==> config.mk <==
export PLATFORM = sky130hd
export DESIGN_NAME = bno085_report_parser
export DESIGN_NICKNAME = d
export VERILOG_FILES = /design/src/rtl/bno085_pkg.sv /design/src/rtl/bno085_report_parser.sv
export SDC_FILE = /design/constraint.sdc
export NUM_CORES = 1
export LEC_CHECK = 0
export CORE_ASPECT_RATIO = 0.6
export CORE_MARGIN = 3
export CORE_UTILIZATION = 38
export CTS_CLUSTER_DIAMETER = 200
export DETAILED_ROUTE_END_ITERATION = 10
export MAX_ROUTING_LAYER = met4
export PLACE_DENSITY = 0.63
export SKIP_CTS_REPAIR_TIMING = 1
export SYNTH_ARGS = -nofsm -noshare
export SYNTH_HDL_FRONTEND = slang
export SYNTH_SLANG_ARGS = --single-unit
export TNS_END_PERCENT = 30
==> constraint.sdc <==
create_clock -name clk -period 4.6 [get_ports clk]
set_clock_uncertainty 0.15 [all_clocks]
set_input_delay 0.46 -clock clk [delete_from_list [all_inputs] [get_ports clk]]
set_output_delay 0.46 -clock clk [all_outputs]
set_load 0.005 [all_outputs]
==> src/rtl/bno085_pkg.sv <==
// rtl/bno085_pkg.sv - BNO085 SHTP report IDs, report lengths and parser state type
package bno085_pkg;

   localparam logic [7:0] RPT_TIMEBASE  = 8'hFB;
   localparam logic [7:0] RPT_ROTV      = 8'h05;
   localparam logic [7:0] RPT_GAME_ROTV = 8'h08;
   localparam logic [7:0] RPT_GYRO_CAL  = 8'h02;

   localparam logic [3:0] LEN_TIMEBASE  = 4'd5;
   localparam logic [3:0] LEN_ROTV      = 4'd14;
   localparam logic [3:0] LEN_GAME_ROTV = 4'd12;
   localparam logic [3:0] LEN_GYRO_CAL  = 4'd10;

   localparam int SHTP_HDR_LEN = 4;

   typedef enum logic [1:0] {HDR, RPT_ID, RPT_BODY, SKIP} parse_state_t;

   // Total report length for a report ID; 0 marks an ID this parser does not know.
   function automatic logic [3:0] report_len(input logic [7:0] id);
      case (id)
         RPT_TIMEBASE:  return LEN_TIMEBASE;
         RPT_ROTV:      return LEN_ROTV;
         RPT_GAME_ROTV: return LEN_GAME_ROTV;
         RPT_GYRO_CAL:  return LEN_GYRO_CAL;
         default:       return 4'd0;
      endcase
   endfunction

endpackage

==> src/rtl/bno085_report_parser.sv <==
// rtl/bno085_report_parser.sv - SHTP byte stream parser publishing quaternion and gyro words
module bno085_report_parser
   import bno085_pkg::*;
#(
   parameter logic [7:0] CHANNEL = 8'd3
) (
   input  logic               clk,
   input  logic               rst,
   input  logic               in_valid,
   input  logic [7:0]         in_data,
   input  logic               in_last,
   output logic signed [15:0] quat_w,
   output logic signed [15:0] quat_x,
   output logic signed [15:0] quat_y,
   output logic signed [15:0] quat_z,
   output logic               quat_valid,
   output logic               quat_update,
   output logic signed [15:0] gyro_x,
   output logic signed [15:0] gyro_y,
   output logic signed [15:0] gyro_z,
   output logic               gyro_valid,
   output logic               gyro_update,
   output logic [7:0]         err_count
);

   parse_state_t    state, state_nxt;
   logic [1:0]      hdr_cnt;
   logic [14:0]     len;
   logic [7:0]      chan;
   logic [15:0]     pos, pos_nxt;
   logic [7:0]      rpt_id;
   logic [3:0]      rpt_off, rpt_len, id_len;
   logic [1:0]      word_sel;
   logic [3:0][15:0] stage, stage_nxt;
   logic            last_byte, err_inc, commit_q, commit_g;

   // Staging words for report offsets 4..11; the final byte is merged here so a commit sees it.
   always_comb begin
      stage_nxt = stage;
      word_sel  = rpt_off[2:1] - 2'd2;
      if (in_valid && state == RPT_BODY && rpt_off >= 4'd4 && rpt_off <= 4'd11) begin
         if (rpt_off[0]) stage_nxt[word_sel][15:8] = in_data;
         else            stage_nxt[word_sel][7:0]  = in_data;
      end
   end

   // Next-state, commit and error decisions for the byte presented this cycle.
   always_comb begin
      state_nxt = state;
      err_inc   = 1'b0;
      commit_q  = 1'b0;
      commit_g  = 1'b0;
      pos_nxt   = pos + 16'd1;
      id_len    = report_len(in_data);
      last_byte = (rpt_off == rpt_len - 4'd1);
      if (in_valid) begin
         case (state)
            HDR: begin
               if (hdr_cnt == 2'(SHTP_HDR_LEN - 1))
                  state_nxt = (chan != CHANNEL || len <= 15'(SHTP_HDR_LEN)) ? SKIP : RPT_ID;
            end
            RPT_ID: begin
               if (id_len == 4'd0 || in_last || pos_nxt >= {1'b0, len}) begin
                  err_inc   = 1'b1;
                  state_nxt = SKIP;
               end else begin
                  state_nxt = RPT_BODY;
               end
            end
            RPT_BODY: begin
               if (last_byte) begin
                  commit_q  = (rpt_id == RPT_ROTV) || (rpt_id == RPT_GAME_ROTV);
                  commit_g  = (rpt_id == RPT_GYRO_CAL);
                  state_nxt = (pos_nxt < {1'b0, len}) ? RPT_ID : SKIP;
               end else if (in_last || pos_nxt >= {1'b0, len}) begin
                  err_inc   = 1'b1;
                  state_nxt = SKIP;
               end
            end
            default: state_nxt = SKIP;
         endcase
         if (in_last) state_nxt = HDR;
      end
   end

   // Parser registers, staged data and the registered output words.
   always_ff @(posedge clk) begin
      if (rst) begin
         state       <= HDR;
         hdr_cnt     <= 2'd0;
         len         <= 15'd0;
         chan        <= 8'd0;
         pos         <= 16'd0;
         rpt_id      <= 8'd0;
         rpt_off     <= 4'd0;
         rpt_len     <= 4'd0;
         stage       <= '0;
         quat_w      <= '0;
         quat_x      <= '0;
         quat_y      <= '0;
         quat_z      <= '0;
         quat_valid  <= 1'b0;
         quat_update <= 1'b0;
         gyro_x      <= '0;
         gyro_y      <= '0;
         gyro_z      <= '0;
         gyro_valid  <= 1'b0;
         gyro_update <= 1'b0;
         err_count   <= 8'd0;
      end else begin
         quat_update <= commit_q;
         gyro_update <= commit_g;
         if (commit_q) begin
            quat_x     <= stage_nxt[0];
            quat_y     <= stage_nxt[1];
            quat_z     <= stage_nxt[2];
            quat_w     <= stage_nxt[3];
            quat_valid <= 1'b1;
         end
         if (commit_g) begin
            gyro_x     <= stage_nxt[0];
            gyro_y     <= stage_nxt[1];
            gyro_z     <= stage_nxt[2];
            gyro_valid <= 1'b1;
         end
         if (err_inc && err_count != 8'hFF) err_count <= err_count + 8'd1;
         if (in_valid) begin
            state <= state_nxt;
            stage <= stage_nxt;
            pos   <= in_last ? 16'd0 : pos_nxt;
            if (state == HDR) begin
               hdr_cnt <= hdr_cnt + 2'd1;
               case (hdr_cnt)
                  2'd0:    len[7:0]  <= in_data;
                  2'd1:    len[14:8] <= in_data[6:0];
                  2'd2:    chan      <= in_data;
                  default: ;
               endcase
            end
            if (state == RPT_ID) begin
               rpt_id  <= in_data;
               rpt_len <= id_len;
               rpt_off <= 4'd1;
            end
            if (state == RPT_BODY) rpt_off <= rpt_off + 4'd1;
            if (in_last) hdr_cnt <= 2'd0;
         end
      end
   end

endmodule

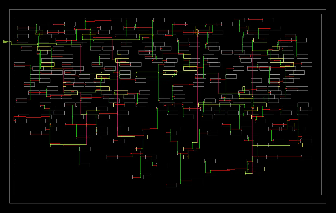
(run_1/final_clocks.png)
Late-Pin Clk Latency: 520 ps
P_clk: 1.95 mW
clk_buf instances: 34
Num CTS Buffers: 24

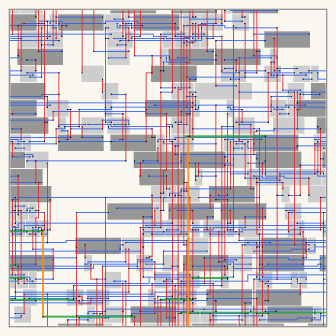
(run_1/zoom.png)
Region (136, 73) to (186, 123) microns. Cells in gray, sequential cells in the stronger gray; small squares are vias.
Key: met3 = green; met1 = blue; met4 = orange; met2 = red
Netlist names of flops here include stage (15), gyro_y (7), gyro_x (4). 139 logic cells have their middle in the window. Most frequent: dfxtp_1 (35), nor2_1 (32), a211oi_1 (21). Sequential cells in the window: 35.

==> metrics.yaml, run 1 <==
outcome:
  status: "finished, final reports clean"
placed_design:
  place_hpwl_microns: 16200
  place_inst: 1496
  dp_slack_ps: 532
  port_buffers: 135
yosys:
  synth_nets: 1114
  top_cell_area_share: 0.500
  syn_inst: 1075
  yosysUniqueCellTypes: 56
  ys_seq_frac: 0.500
  synth-edff-count: 0
  ys_seq_elements: 247
  synth_top_cell_by_area: "dfxtp_1"
  area_leaders: "dfxtp_1 50%, nor2_1 9.6%, mux2i_1 8.9%"
  synth_stat.cells: 1075
  top_cells_by_count: "253 x nor2_1, 247 x dfxtp_1, 115 x a211oi_1"
  syn_area_sq_um: 9890
setup_path:
  end_kind: "register"
  worstSetupStartpointType: "register"
  crit_chain: "ha_1 -> inv_1 -> nor3_1 -> nand3_1 -> nor2_1 -> xor2_1 -> ha_1 -> a21oi_1 -> o211ai_1 -> o41ai_4 -> a21oi_1 -> mux2_1"
  path_delay_family: "AND-OR/OR-AND gates"
  slowest_stage: "o41ai_4"
  cp.arrival_ps: 4340
  path_buffers: 1
  cp_slowest_stage_delay_ps: 590
timing:
  fmax_mhz: 245
  final.setup.worst_slack_ps: 517
  hold_slack_ps: 312
  slew_headroom: 0.361
  finalClockPeriodUsage: 0.888
  rsz0062_at_grt: "no"
  worstMarginPinSlew_ps: 955
finish:
  stdcell_count: 1539
  area_delta_synth_final_pct: 24.4
  finish.utilization: 0.484
  n_fill_cell: 2438
clock_network:
  cts_tree: "done"
  htreeDepth: 1
pwr:
  p_per_area_nw_per_um2: 351
  p_total_mw: 4.32
  leakage_nw: 4.55
  vdd_drop_max_mv: 0.220
drt:
  vias_per_cell: 4.99
  drt_iter0_markers: 452
job:
  maxCapViolations: 0
floorplan:
  core_sq_um: 25400
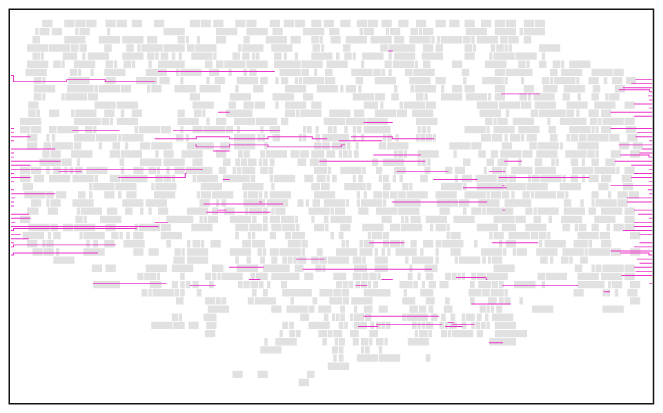
(run_1/met3.png)
Scale: 3 px per micron. Cells faint in the background.
The layer carries 1430 microns of wire. The longest straight run is 63.7 microns. 101 nets have wire on it. The wires run mostly horizontal. The layer holds 5.9% of the routed length.
DRT Wirelength: 24400 microns
GR Util met3: 0.0400
Vias: 7687

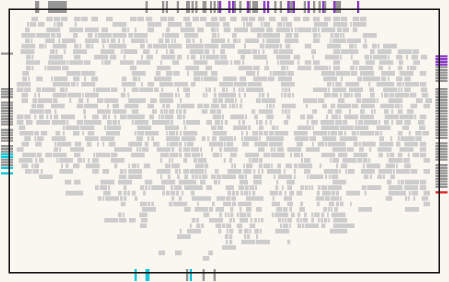
(run_1/pins.png)
Scale: 2 px per micron. Pins as bars across the die edge, other pins in gray.
Key: err_count = cyan [pins 8, direction output, edge 4 bottom, 4 left]; quat_valid = red [pins 1, direction output, edge right]; gyro_y = purple [pins 16, direction output, edge 12 top, 4 right]
All pins by edge: 54 top, 46 right, 29 left, 7 bottom.
Die Wd: 214 microns
chip height: 131 microns

-- run 1: cells in the final DEF, fill, tap and decap left out, types with 3 or more instances in the layout --
cell / count
a211oi_1: 115
a21o_1: 3
a21oi_1: 37
a22oi_1: 5
a31oi_1: 3
and2_1: 3
and3_1: 6
buf_4: 14
clkbuf_1: 4
clkbuf_16: 25
clkbuf_8: 5
clkdlybuf4s50_1: 134
clkinv_2: 6
dfxtp_1: 247
ha_1: 27
inv_1: 24
mux2_1: 6
mux2i_1: 88
nand2_1: 35
nand3_1: 22
nand3b_1: 3
nand4_1: 7
nor2_1: 253
nor2b_1: 18
nor3_1: 11
nor4_1: 8
o21ai_0: 5
o21ai_1: 9
xnor2_1: 13
xor2_1: 8
-- run 1: worst reg2reg max path, delay by kind of cell (launching register included) --
kind,cells,cell delay (ps)
AND/OR/NAND/NOR,3,950
buffers and inverters,1,100
adder cells (fa/ha/maj),2,540
AND-OR/OR-AND,4,1260
flip-flops,1,440
XOR/XNOR,1,200
multiplexers,1,330
-- run 1: path summary, 6_finish.rpt --
check / slack (ps) / end / cells past startpoint / startpoint
setup / recovery: 520 / err_count[4]$_SDFFE_PP0P_ / 12 / pos[0]$_SDFFE_PP0P_
hold / removal: 310 / rpt_id[5]$_SDFFE_PP0P_ / 2 / rpt_id[5]$_SDFFE_PP0P_
setup reg to reg: 520 / err_count[4]$_SDFFE_PP0P_ / 12 / pos[0]$_SDFFE_PP0P_
hold reg to reg: 310 / rpt_id[5]$_SDFFE_PP0P_ / 2 / rpt_id[5]$_SDFFE_PP0P_
-- run 1: sequential cells by signal, indices dropped and copies added, names as in the netlist, 8 cells and up --
name,count
quat_x,16
rpt_id,8
quat_w,16
gyro_x,16
pos,16
quat_y,16
quat_z,16
stage,64
len,15
err_count,8
gyro_y,16
chan,8
gyro_z,16
-- run 1: where the power goes --
group	internal, mW	leakage (nW)	switching (mW)
logic	0.0674	2.17	0.134
registers	2.15	1.99	0.0140
clock network	1.13	0.391	0.822
total	3.35	4.55	0.969
-- run 1: area by class of cell --
class	instances	area, sq um	share of cell area
clock buffers	34	709	0.0576
repair buffers	151	1500	0.122
clock inverters	9	76.3	0.00620
well taps	352	440	0.0358
multi-input cells	721	4540	0.369
flip-flops and latches	247	4940	0.402
inverters	25	93.8	0.00763
-- run 1: metal layers --
metal	vias to the layer above	part of all wire	global-route usage	wire length, microns
met5	-	0	-	0
met1	3575	0.53	0.262	13000
met3	27	0.059	0.0400	1430
li1	3922	-	-	-
met2	163	0.39	0.247	9610
met4	0	0.013	0.0270	325
-- run 1: logic make-up (layout without fill, tap and decap cells) --
| family | after synthesis | in the layout | synth area share |
|---|---|---|---|
| adders and majority gates | 27 | 27 | 0.0342 |
| AOI/OAI and AO/OA | 194 | 194 | 0.139 |
| xor gates and xnor gates | 21 | 21 | 0.0186 |
| muxes | 94 | 94 | 0.0959 |
| DFF | 247 | 247 | 0.500 |
| buffers and inverters | 107 | 219 | 0.0422 |
| and+or+nand+nor | 385 | 385 | 0.170 |
==> run_1/met4.png <==
Scale: 2 px per micron. Supply wires on this layer in gray. Cells faint in the background.
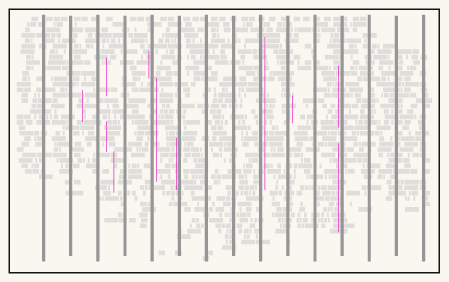

## Run 2: what changed since run 1
Settings changed: CTS_CLUSTER_SIZE from default to 12.
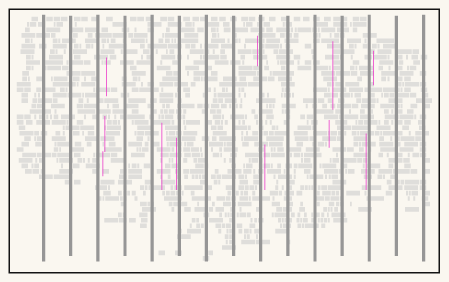
(run_2/met4.png)
Scale: 2 px per micron. Supply wires on this layer in gray. Cells faint in the background.
4 nets have wire on it. The layer carries 238 microns of wire.
DRT Wirelength: 24400 microns
Vias: 7652

==> run 2 against run 1 <==
Compared with the run above: global-route usage barely moved; critical path type unchanged; critical endpoint is now err_count[5]$_SDFFE_PP0P_; core utilization decreased by 0.60 points; sequential share of layout area increased by 0.50 points; design area down 1.2%; flip-flop count stayed put; clock power decreased by 12%; die size did not move.
==> metrics.yaml, run 2 <==
pwr:
  intPower_mw: 3.17  # -5.3%
  p_comb_frac: 0.049  # +0.002
  leakage_nw: 4.47  # -1.8%
  power.share.sequential: 0.531  # +0.029
  vdd_drop_max_mv: 0.220  # -0.22%
  switchingPower_uw: 907  # -6.5%
job:
  maxCapViolations: 0  # unchanged
finish:
  mostFrequentLayoutCells: "253 x nor2_1, 247 x dfxtp_1, 134 x clkdlybuf4s50_1"
  largest_reg_flops: 64  # unchanged
clock_network:
  clk_latency_ps: 520  # about the same
setup_path:
  cp-startpoint: "pos[0]$_SDFFE_PP0P_"
  slowest_stage: "o41ai_4"
  r2r-start: "pos[0]$_SDFFE_PP0P_"
  reg2reg_to: "err_count[5]$_SDFFE_PP0P_"
  reg2reg_slack_ps: 480  # -30 ps
yosys:
  area_leaders: "dfxtp_1 50%, nor2_1 9.6%, mux2i_1 8.9%"
  synth_top_cell_by_area: "dfxtp_1"
  ys_seq_elements: 247  # unchanged
  yosysUniqueCellTypes: 56  # unchanged
  synth_stat.cells: 1075  # unchanged
placed_design:
  place_inst: 1496  # unchanged
  dp_slack_ps: 532  # unchanged
  port_buffers: 135  # unchanged
timing:
  fmax_mhz: 243  # -0.85%
  rsz0062_at_grt: "no"
  slew_headroom: 0.358  # -0.00296
outcome:
  status: "finished, final reports clean"
floorplan:
  core_sq_um: 25400  # unchanged
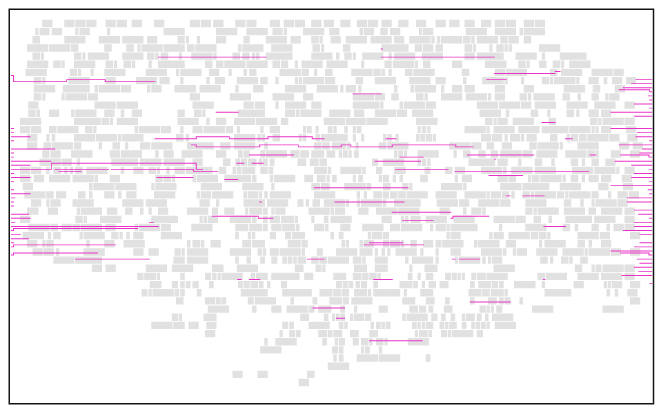
(run_2/met3.png)
Scale: 3 px per micron. Cells faint in the background.
The layer holds 5.7% of the routed length. The longest straight run is 49.0 microns. The layer carries 1400 microns of wire.
GR Util met3: 0.0414

[run 2: logic make-up (layout without fill, tap and decap cells)]
| logic type | after synthesis | after routing | share of synthesized area |
|---|---|---|---|
| XOR/XNOR | 21 | 21 | 0.0186 |
| adder cells (fa/ha/maj) | 27 | 27 | 0.0342 |
| flip-flops | 247 | 247 | 0.500 |
| AND-OR/OR-AND | 194 | 194 | 0.139 |
| multiplexers | 94 | 94 | 0.0959 |
| buffers and inverters | 107 | 202 | 0.0422 |
| AND/OR/NAND/NOR | 385 | 385 | 0.170 |
[run 2: routing by layer]
layer | GRT usage | vias up | part of all wire
li1 | - | 3898 | -
met1 | 0.262 | 3559 | 0.54
met2 | 0.244 | 169 | 0.40
met3 | 0.0414 | 26 | 0.057
met4 | 0.0258 | 0 | 0.0098
met5 | - | - | 0
[run 2: worst min path at each step]
stage | start | to | slack [ps]
2_1_floorplan | rpt_id[7]$_SDFFE_PP0P_ | rpt_id[7]$_SDFFE_PP0P_ | 290
3_3_place_gp | rpt_id[6]$_SDFFE_PP0P_ | rpt_id[6]$_SDFFE_PP0P_ | 290
3_5_place_dp | rpt_id[4]$_SDFFE_PP0P_ | rpt_id[4]$_SDFFE_PP0P_ | 300
4_1_cts | rpt_id[4]$_SDFFE_PP0P_ | rpt_id[4]$_SDFFE_PP0P_ | 310
5_1_grt | rpt_id[4]$_SDFFE_PP0P_ | rpt_id[4]$_SDFFE_PP0P_ | 330
6_report | rpt_id[4]$_SDFFE_PP0P_ | rpt_id[4]$_SDFFE_PP0P_ | 310
[run 2: worst max-delay path: cells and delay by family (launching register included)]
kind,cells,cell delay (ps)
buf+inv,1,100
flops,1,450
xor+xnor,1,200
simple gates,3,960
compound gates,4,1240
fa+ha+maj,2,540
mux,1,340
[run 2: per-stage QoR]
stage               cell area [sq um]   util
floorplan                        9890      -
global placement                11500  0.453
detailed placement              11500  0.453
CTS                             12200  0.478
global route                    12200  0.478
finish                          12200  0.478
[run 2: layout make-up]
| cell class | count | share of cell area |
|---|---|---|
| Tap cell | 352 | 0.0362 |
| Timing Repair Buffer | 151 | 0.123 |
| Clock buffer | 25 | 0.0515 |
| Inverter | 25 | 0.00772 |
| Clock inverter | 1 | 0.000618 |
| Sequential cell | 247 | 0.407 |
| Multi-Input combinational cell | 721 | 0.374 |
[run 2: power groups by stage]
| stage | Sequential, mW | Combinational (mW) | Clock [mW] |
|---|---|---|---|
| detailed placement | 2.21 | 0.199 | 0 |
| global route | 2.17 | 0.223 | 1.85 |
| global placement | 2.21 | 0.197 | 0 |
| CTS | 2.17 | 0.201 | 1.77 |
| floorplan | 2.21 | 0.137 | 0 |
| finish | 2.17 | 0.200 | 1.71 |
==> run_2/zoom.png <==
Region (136, 73) to (186, 123) microns. Cells in gray, sequential cells in the stronger gray; small squares are vias.
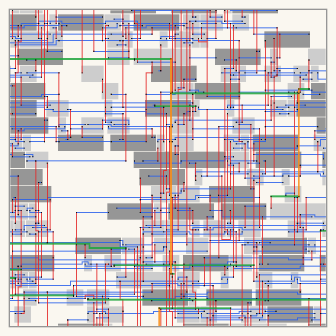

## Run 3: what changed since run 2
Settings changed: GPL_ROUTABILITY_DRIVEN from default to 0, TNS_END_PERCENT 30 to default.
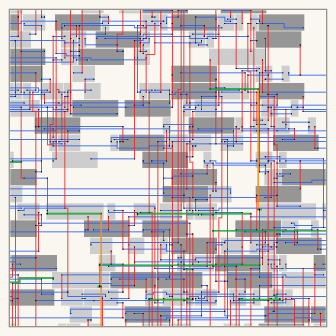
(run_3/zoom.png)
Region (136, 73) to (186, 123) microns. Cells in gray, sequential cells in the stronger gray; small squares are vias.
Key: met2 = red; met3 = green; met1 = blue; met4 = orange
Most frequent: dfxtp_1 (37), nor2_1 (33), a211oi_1 (18). Netlist names of flops here include stage (17), gyro_y (7), quat_y (5). 124 logic cells have their middle in the window. Sequential cells in the window: 37.

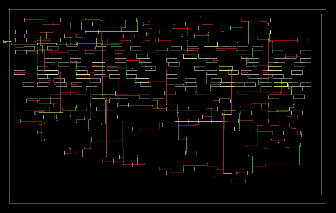
(run_3/final_clocks.png)
clk_buf instances: 25
P_clk: 1.72 mW

==> run 3 against run 2 <==
Compared with the run above: hold slack better by 3.1 ps; largest power group unchanged; sequential share of layout area hardly changed; design area hardly changed; flip-flop count stayed put; sequential power hardly changed; count of clock-buffer cells in the layout stayed put; register-to-register slack worse by 20 ps; largest cell class unchanged.
==> metrics.yaml, run 3 <==
outcome:
  status: "finished, final reports clean"
placed_design:
  port_buffers: 135  # unchanged
  place_area_sq_um: 11500  # about the same
job:
  maxCapViolations: 0  # unchanged
yosys:
  synthAoiAreaFrac: 0.139  # unchanged
  yosysUniqueCellTypes: 56  # unchanged
  mux_share: 0.0959  # unchanged
  synthAdderAreaFrac: 0.0342  # unchanged
  synth_stat.cells: 1075  # unchanged
  synth-xor-area-share: 0.0186  # unchanged
  synth_top_cell_by_area: "dfxtp_1"
  ys_sh_simple: 0.170  # unchanged
  area_leaders: "dfxtp_1 50%, nor2_1 9.6%, mux2i_1 8.9%"
timing:
  rsz0062_at_grt: "no"
  fmax_mhz: 242  # -0.49%
  slew_headroom: 0.333  # -0.0246
pwr:
  p_comb_frac: 0.050  # about the same
  leakage_nw: 4.46  # -0.17%
  switchingPower_uw: 916  # +1.1%
  vdd_drop_max_mv: 0.218  # -0.71%
  intPower_mw: 3.17  # about the same
  power.share.sequential: 0.530  # about the same
finish:
  fin_area_sq_um: 12200  # about the same
  mostFrequentLayoutCells: "253 x nor2_1, 247 x dfxtp_1, 134 x clkdlybuf4s50_1"
  largest_reg_flops: 64  # unchanged
drt:
  num_vias: 7661  # +0.12%
  wl_microns: 24300  # -0.21%
setup_path:
  r2r-start: "pos[0]$_SDFFE_PP0P_"
  cp-startpoint: "pos[0]$_SDFFE_PP0P_"
hold_path:
  min_from: "rpt_id[7]$_SDFFE_PP0P_"
clock_network:
  clk_latency_ps: 520  # about the same
floorplan:
  core_sq_um: 25400  # unchanged
run 3: routing by layer:
layer	up-vias	global-route usage	routed length (microns)
li1	3898	-	-
met1	3556	0.271	13400
met2	177	0.231	9400
met3	30	0.0337	1230
met4	0	0.0340	369
met5	-	-	0
run 3: power groups by stage:
stage	Sequential (mW)	Clock [mW]	Combinational [mW]
after global routing	2.17	1.84	0.224
after floorplan	2.21	0	0.137
after detailed placement	2.21	0	0.202
after CTS	2.17	1.77	0.203
final	2.17	1.72	0.203
after global placement	2.21	0	0.200
run 3: cell families after synthesis:
| family | count (synthesis) |
|---|---|
| mux | 94 |
| simple gates | 385 |
| flops | 247 |
| buf+inv | 107 |
| xor+xnor | 21 |
| fa+ha+maj | 27 |
| compound gates | 194 |
run 3: final cells by class:
type	instances	area [sq um]
Sequential cell	247	4940
Fill cell	2441	13300
Inverter	25	93.8
Clock buffer	25	626
Clock inverter	1	7.51
Multi-Input combinational cell	721	4540
Timing Repair Buffer	149	1500
Tap cell	352	440
run 3: worst max-delay path: stages, from the launching register on:
cell and delay, ps:
dfxtp_1 460, ha_1 270, inv_1 100, nor3_1 510
nand3_1 320, xnor2_1 250, ha_1 260, nand2_1 80
nor2_1 50, a211oi_1 210, o211ai_1 270, o41ai_4 570
a21oi_1 170, mux2_1 340
run 3: per-stage QoR:
stage	util	hold WS (ps)	instances	setup WS, ps
after floorplan	-	286	1075	1150
after global placement	0.453	294	1494	712
after detailed placement	0.453	302	1494	549
after CTS	0.477	304	1520	514
after global routing	0.477	325	1520	132
final	0.477	313	1520	462
run 3: worst paths after layout:
path | to | slack, ps | cells past startpoint
min | rpt_id[7]$_SDFFE_PP0P_ | 310 | 2
max reg2reg | err_count[3]$_SDFFE_PP0P_ | 460 | 13
min reg2reg | rpt_id[7]$_SDFFE_PP0P_ | 310 | 2
max | err_count[3]$_SDFFE_PP0P_ | 460 | 13
No activity file was given, so power comes from the tool's default toggle rates.
